File: src/rtl/rv32_divider_iterative.sv
// Radix-2 restoring divider for RV32M DIV/DIVU/REM/REMU.
// Divide-by-zero and signed overflow resolve at accept; others take 32 steps plus a sign fix-up.
module rv32_divider_iterative #(
  parameter int unsigned XLEN = 32
) (
  input  logic            clk,
  input  logic            rst,
  input  logic            startD,
  input  logic [1:0]      div_opcode,
  input  logic [XLEN-1:0] operand1,
  input  logic [XLEN-1:0] operand2,
  input  logic            abort,
  output logic            busy,
  output logic            doneD,
  output logic [XLEN-1:0] result_divide
);

  localparam int unsigned CNT_W = $clog2(XLEN) + 1;
  localparam logic [CNT_W-1:0] LAST_STEP = CNT_W'(XLEN - 1);

  typedef enum logic [1:0] {IDLE, CALC, FIX, DONE} state_t;

  state_t           state;
  logic             is_rem;
  logic             neg_q;
  logic             neg_r;
  logic [XLEN-1:0]  dq;        // dividend shifts out of the top, quotient bits shift in at the bottom
  logic [XLEN-1:0]  divisor;
  logic [XLEN-1:0]  rem;
  logic [CNT_W-1:0] count;

  logic            is_signed;
  logic            sign1;
  logic            sign2;
  logic [XLEN-1:0] abs1;
  logic [XLEN-1:0] abs2;
  logic            div_zero;
  logic            overflow;
  logic [XLEN:0]   rem_shift;
  logic [XLEN:0]   rem_sub;
  logic            fits;
  logic [XLEN-1:0] q_fix;
  logic [XLEN-1:0] r_fix;

  always_comb begin
    is_signed = ~div_opcode[0];
    sign1     = is_signed & operand1[XLEN-1];
    sign2     = is_signed & operand2[XLEN-1];
    abs1      = sign1 ? -operand1 : operand1;
    abs2      = sign2 ? -operand2 : operand2;
    div_zero  = (operand2 == '0);
    overflow  = is_signed && (operand1 == {1'b1, {(XLEN-1){1'b0}}}) && (operand2 == '1);
  end

  // Remainder is always below the divisor, so a borrow out of the XLEN+1 bit subtract means "does not fit".
  always_comb begin
    rem_shift = {rem, dq[XLEN-1]};
    rem_sub   = rem_shift - {1'b0, divisor};
    fits      = ~rem_sub[XLEN];
    q_fix     = neg_q ? -dq : dq;
    r_fix     = neg_r ? -rem : rem;
  end

  always_ff @(posedge clk or negedge rst) begin
    if (!rst) begin
      state         <= IDLE;
      busy          <= 1'b0;
      doneD         <= 1'b0;
      result_divide <= '0;
      is_rem        <= 1'b0;
      neg_q         <= 1'b0;
      neg_r         <= 1'b0;
      dq            <= '0;
      divisor       <= '0;
      rem           <= '0;
      count         <= '0;
    end else begin
      doneD <= 1'b0;
      case (state)
        IDLE, DONE: begin
          state <= IDLE;
          busy  <= 1'b0;
          if (startD && !abort) begin
            is_rem  <= div_opcode[1];
            neg_q   <= sign1 ^ sign2;
            neg_r   <= sign1;
            dq      <= abs1;
            divisor <= abs2;
            rem     <= '0;
            count   <= '0;
            if (div_zero) begin
              result_divide <= div_opcode[1] ? operand1 : '1;
              state         <= DONE;
              doneD         <= 1'b1;
            end else if (overflow) begin
              result_divide <= div_opcode[1] ? '0 : {1'b1, {(XLEN-1){1'b0}}};
              state         <= DONE;
              doneD         <= 1'b1;
            end else begin
              state <= CALC;
              busy  <= 1'b1;
            end
          end
        end
        CALC: begin
          if (abort) begin
            state <= IDLE;
            busy  <= 1'b0;
          end else begin
            rem   <= fits ? rem_sub[XLEN-1:0] : rem_shift[XLEN-1:0];
            dq    <= {dq[XLEN-2:0], fits};
            count <= count + 1'b1;
            if (count == LAST_STEP) begin
              state <= FIX;
            end
          end
        end
        FIX: begin
          busy <= 1'b0;
          if (abort) begin
            state <= IDLE;
          end else begin
            result_divide <= is_rem ? r_fix : q_fix;
            state         <= DONE;
            doneD         <= 1'b1;
          end
        end
        default: begin
          state <= IDLE;
          busy  <= 1'b0;
        end
      endcase
    end
  end

endmodule

File: config.mk
export PLATFORM = sky130hd
export DESIGN_NAME = rv32_divider_iterative
export DESIGN_NICKNAME = d
export VERILOG_FILES = /design/src/rtl/rv32_divider_iterative.sv
export SDC_FILE = /design/constraint.sdc
export NUM_CORES = 1
export LEC_CHECK = 0
export CAP_MARGIN = 20
export CORE_MARGIN = 4
export CORE_UTILIZATION = 60
export DETAILED_ROUTE_END_ITERATION = 16
export PLACE_DENSITY = 0.83
export REMOVE_ABC_BUFFERS = 1
export SLEW_MARGIN = 40
export SYNTH_ARGS = -nofsm -noshare
export SYNTH_HDL_FRONTEND = slang
export SYNTH_SLANG_ARGS = --single-unit
File: constraint.sdc
create_clock -name clk -period 5.25 [get_ports clk]
set_clock_uncertainty 0.1 [all_clocks]
set_input_delay 1.3125 -clock clk [delete_from_list [all_inputs] [get_ports clk]]
set_output_delay 1.3125 -clock clk [all_outputs]
set_load 0.02 [all_outputs]
==> flow_summary.yaml <==
# implementation run metrics
clocking:
  cts.sinks: 141
  post_cts_resize_count: 0
  ctsLongestPathBuffers: 2
  cts_tree: "built"
  postCtsSetupRepairBufs: 0
  ctsHtreeMaxLevel: 4
  clock.latency.late_pin_ps: 440
  clk_pin_slew_ps: 60
  clockRootBuffer: "clkbuf_16"
  cts-buffers-inserted: 17
final_timing:
  min_tclk_post_route_ps: 4520
  worst_slew_pin_slew_ps: 759
  setup_tns_ps: 0
  finalHoldViolCount: 0
  rsz_0062_raised_after_global_routing: "false"
  finalSetupViolations: 0
  fmax_ghz: 0.221
  post-route-period-util_pct: 86.1
  hold_slack_ps: 379
  worst_slew_margin_rel_pct: 49.2
finish:
  final_area_um2: 12800
  design.final.nets: 1543
  flow.area_growth_from_synthesis_pct: 17.2
  seqCellArea_um2: 3530
  buffers: 124
  logic_gate_count: 1094
  final_layout_top_logic_cell: "nand2_1"
  num-nonclk-inverters: 54
  drive_gt1_share_pct: 6.30
  combAreaFraction_pct: 54.4
  antennaDiodeCount: 0
  number_of_fill_cells: 1467
  clockBufferCount: 18
  seq-cell-share_pct: 27.6
  layout_sequential_cell_count: 141
  final-instance-count-excl-fill: 1674
  area.combinational_um2: 6960
  biggestCellCategory: "multi-input combinational cells"
synthesis:
  numSynthFlops: 141
  synth_area_um2: 10900
  yosys.area_share.simple_pct: 18.0
  synthXorXnorAreaFrac_pct: 11.8
  synth.cellmix.compoundShare_pct: 25.9
  synth-edff-count: 0
  synth.comb.largest_family: "AND-OR/OR-AND gates"
  seq_area_frac_synth_pct: 32.3
  ff_type: "dfrtp_1"
  synth.top_cells.by_count: "nand2_1 (189), o21ai_0 (157), dfrtp_1 (141)"
  postSynth.asyncResetShare_pct: 100
  synthCells: 1357
  yosysUniqueCellTypes: 71
  synth_top_area_share_pct: 32.3
  ys_chip_area_um2: 10900
  yosysWarningCount: 0
  synth_area_per_inst_um2: 8.06
  mux_area_share_pct: 2.85
  library_cell_with_the_highest_instance_count_after_synthesis: "nand2_1"
routing:
  wl_met1_um: 13900
  highest_layer: "met4"
  drcViolationCount: 0
  detailroute.wirelength.met3_um: 2430
  route.detailed.vias_per_inst: 6.30
  routed-via-count: 10540
  drt.antenna.violating_nets: 0
  wl_met2_um: 15000
  detailedRoute.firstIterationViolations: 1074
  totalWireLength_um: 32500
  drtPass1Iterations: 7
power:
  power_switching_uw: 2020
  seq_power_share_pct: 35.4
  power_sequential_uw: 1760
  p_sw_share_pct: 40.6
  share_clk_of_total_power_pct: 25.6
  power_density_nw_per_um2: 389
  internal_power_uw: 2950
  power.group.top: "combinational logic"
  power_clock_uw: 1270
  p_leak_uw: 0.00546
setup_path:
  cp_slowest_cell: "nor4_2"
  worst_setup_path_endpoint: "result_divide[24]$_DFFE_PN0P_"
  path_cells: "clkdlybuf4s50_1 -> nor4_2 -> nand4b_1 -> nor3_1 -> buf_4 -> nand2_1 -> o21ai_1 -> nand3_1 -> a21o_2 -> a21oi_2 -> a32o_1"
  critical_path.top_delay_family: "simple AND/OR/NAND/NOR gates"
  endpoint_kind: "flop"
  critical_path.reg2reg.endpoint: "rem[3]$_DFFE_PN0P_"
  crit_arrival_ps: 4780
  crit_fanout: 33
  crit_buf_inv: 2
  critical_path.reg2reg.startpoint: "dq[31]$_DFFE_PN0P_"
  critical_path.max_stage_delay_ps: 560
  cp.depth: 11
  rrSetupSlack_ps: 1030
  worst-r2r-cell-count: 13
grt:
  grt_usage_pct: 31.8
  global_route_wire_length_before_repair_um: 51700
  antenna_found_initial: 0
  grt_start_max_net_pins: 111
  global_route.overflow_total: 0
die:
  dieArea_um2: 20400
  die-width_um: 143
  fp_util_pct: 60.9
  core_um2: 18000
  dieHeight_um: 143
place:
  dpl-instance-area_um2: 12200
  buffer_ports.inserted: 103
  routabilityCongestion: 0.953
  hpwlAfterDp_um: 24100
  place.detailed.instances: 1641
min_path:
  hold_class: "flop to flop"
  holdPathStages: 2
  worstHoldEndpoint: "divisor[24]$_DFFE_PN0P_"
  holdCritStartpoint: "divisor[24]$_DFFE_PN0P_"
run:
  number_of_openroad_warnings: 28
  max_cap_viol_count: 0
run_status:
  status: "finished, final reports clean"
Clock network drawn from the DEF:
Scale: 4 px per um.
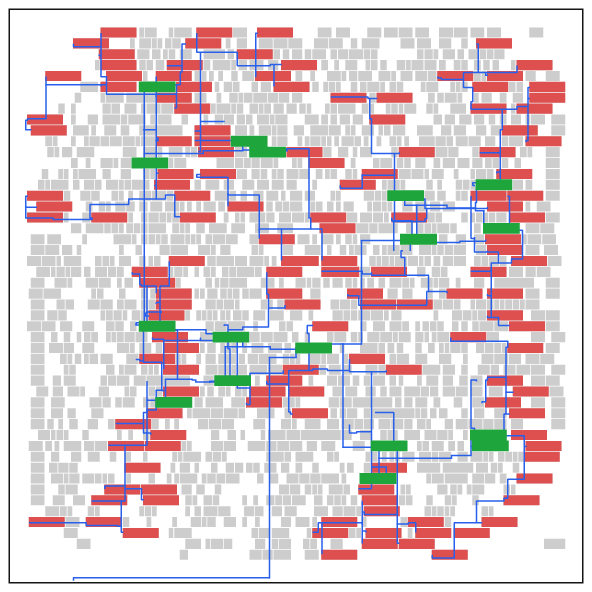
flip-flops: shown in red, count 141. clock wires: shown in blue, length 1940 um. cells driving clock nets: shown in green, count 17.
Position of the flops: spread over the die. There are 18 routed clock nets.

Routing congestion:
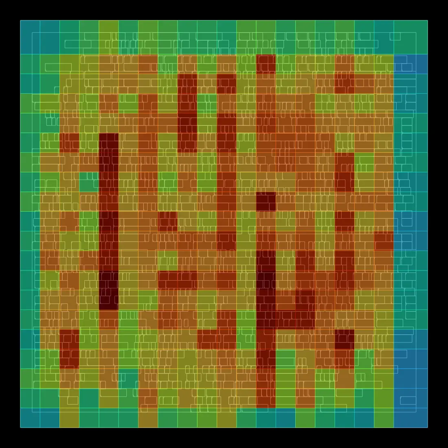
met3 layer usage reported by global route: 4.62%
met1 Usage GRT: 44.0%
mean routed wirelength per cell: 19.4 um
share of the core filled with cells in the final layout: 71.3%
met2 GRT Util: 51.0%

Power figures rest on the tool's default switching activity, not on a simulated workload.
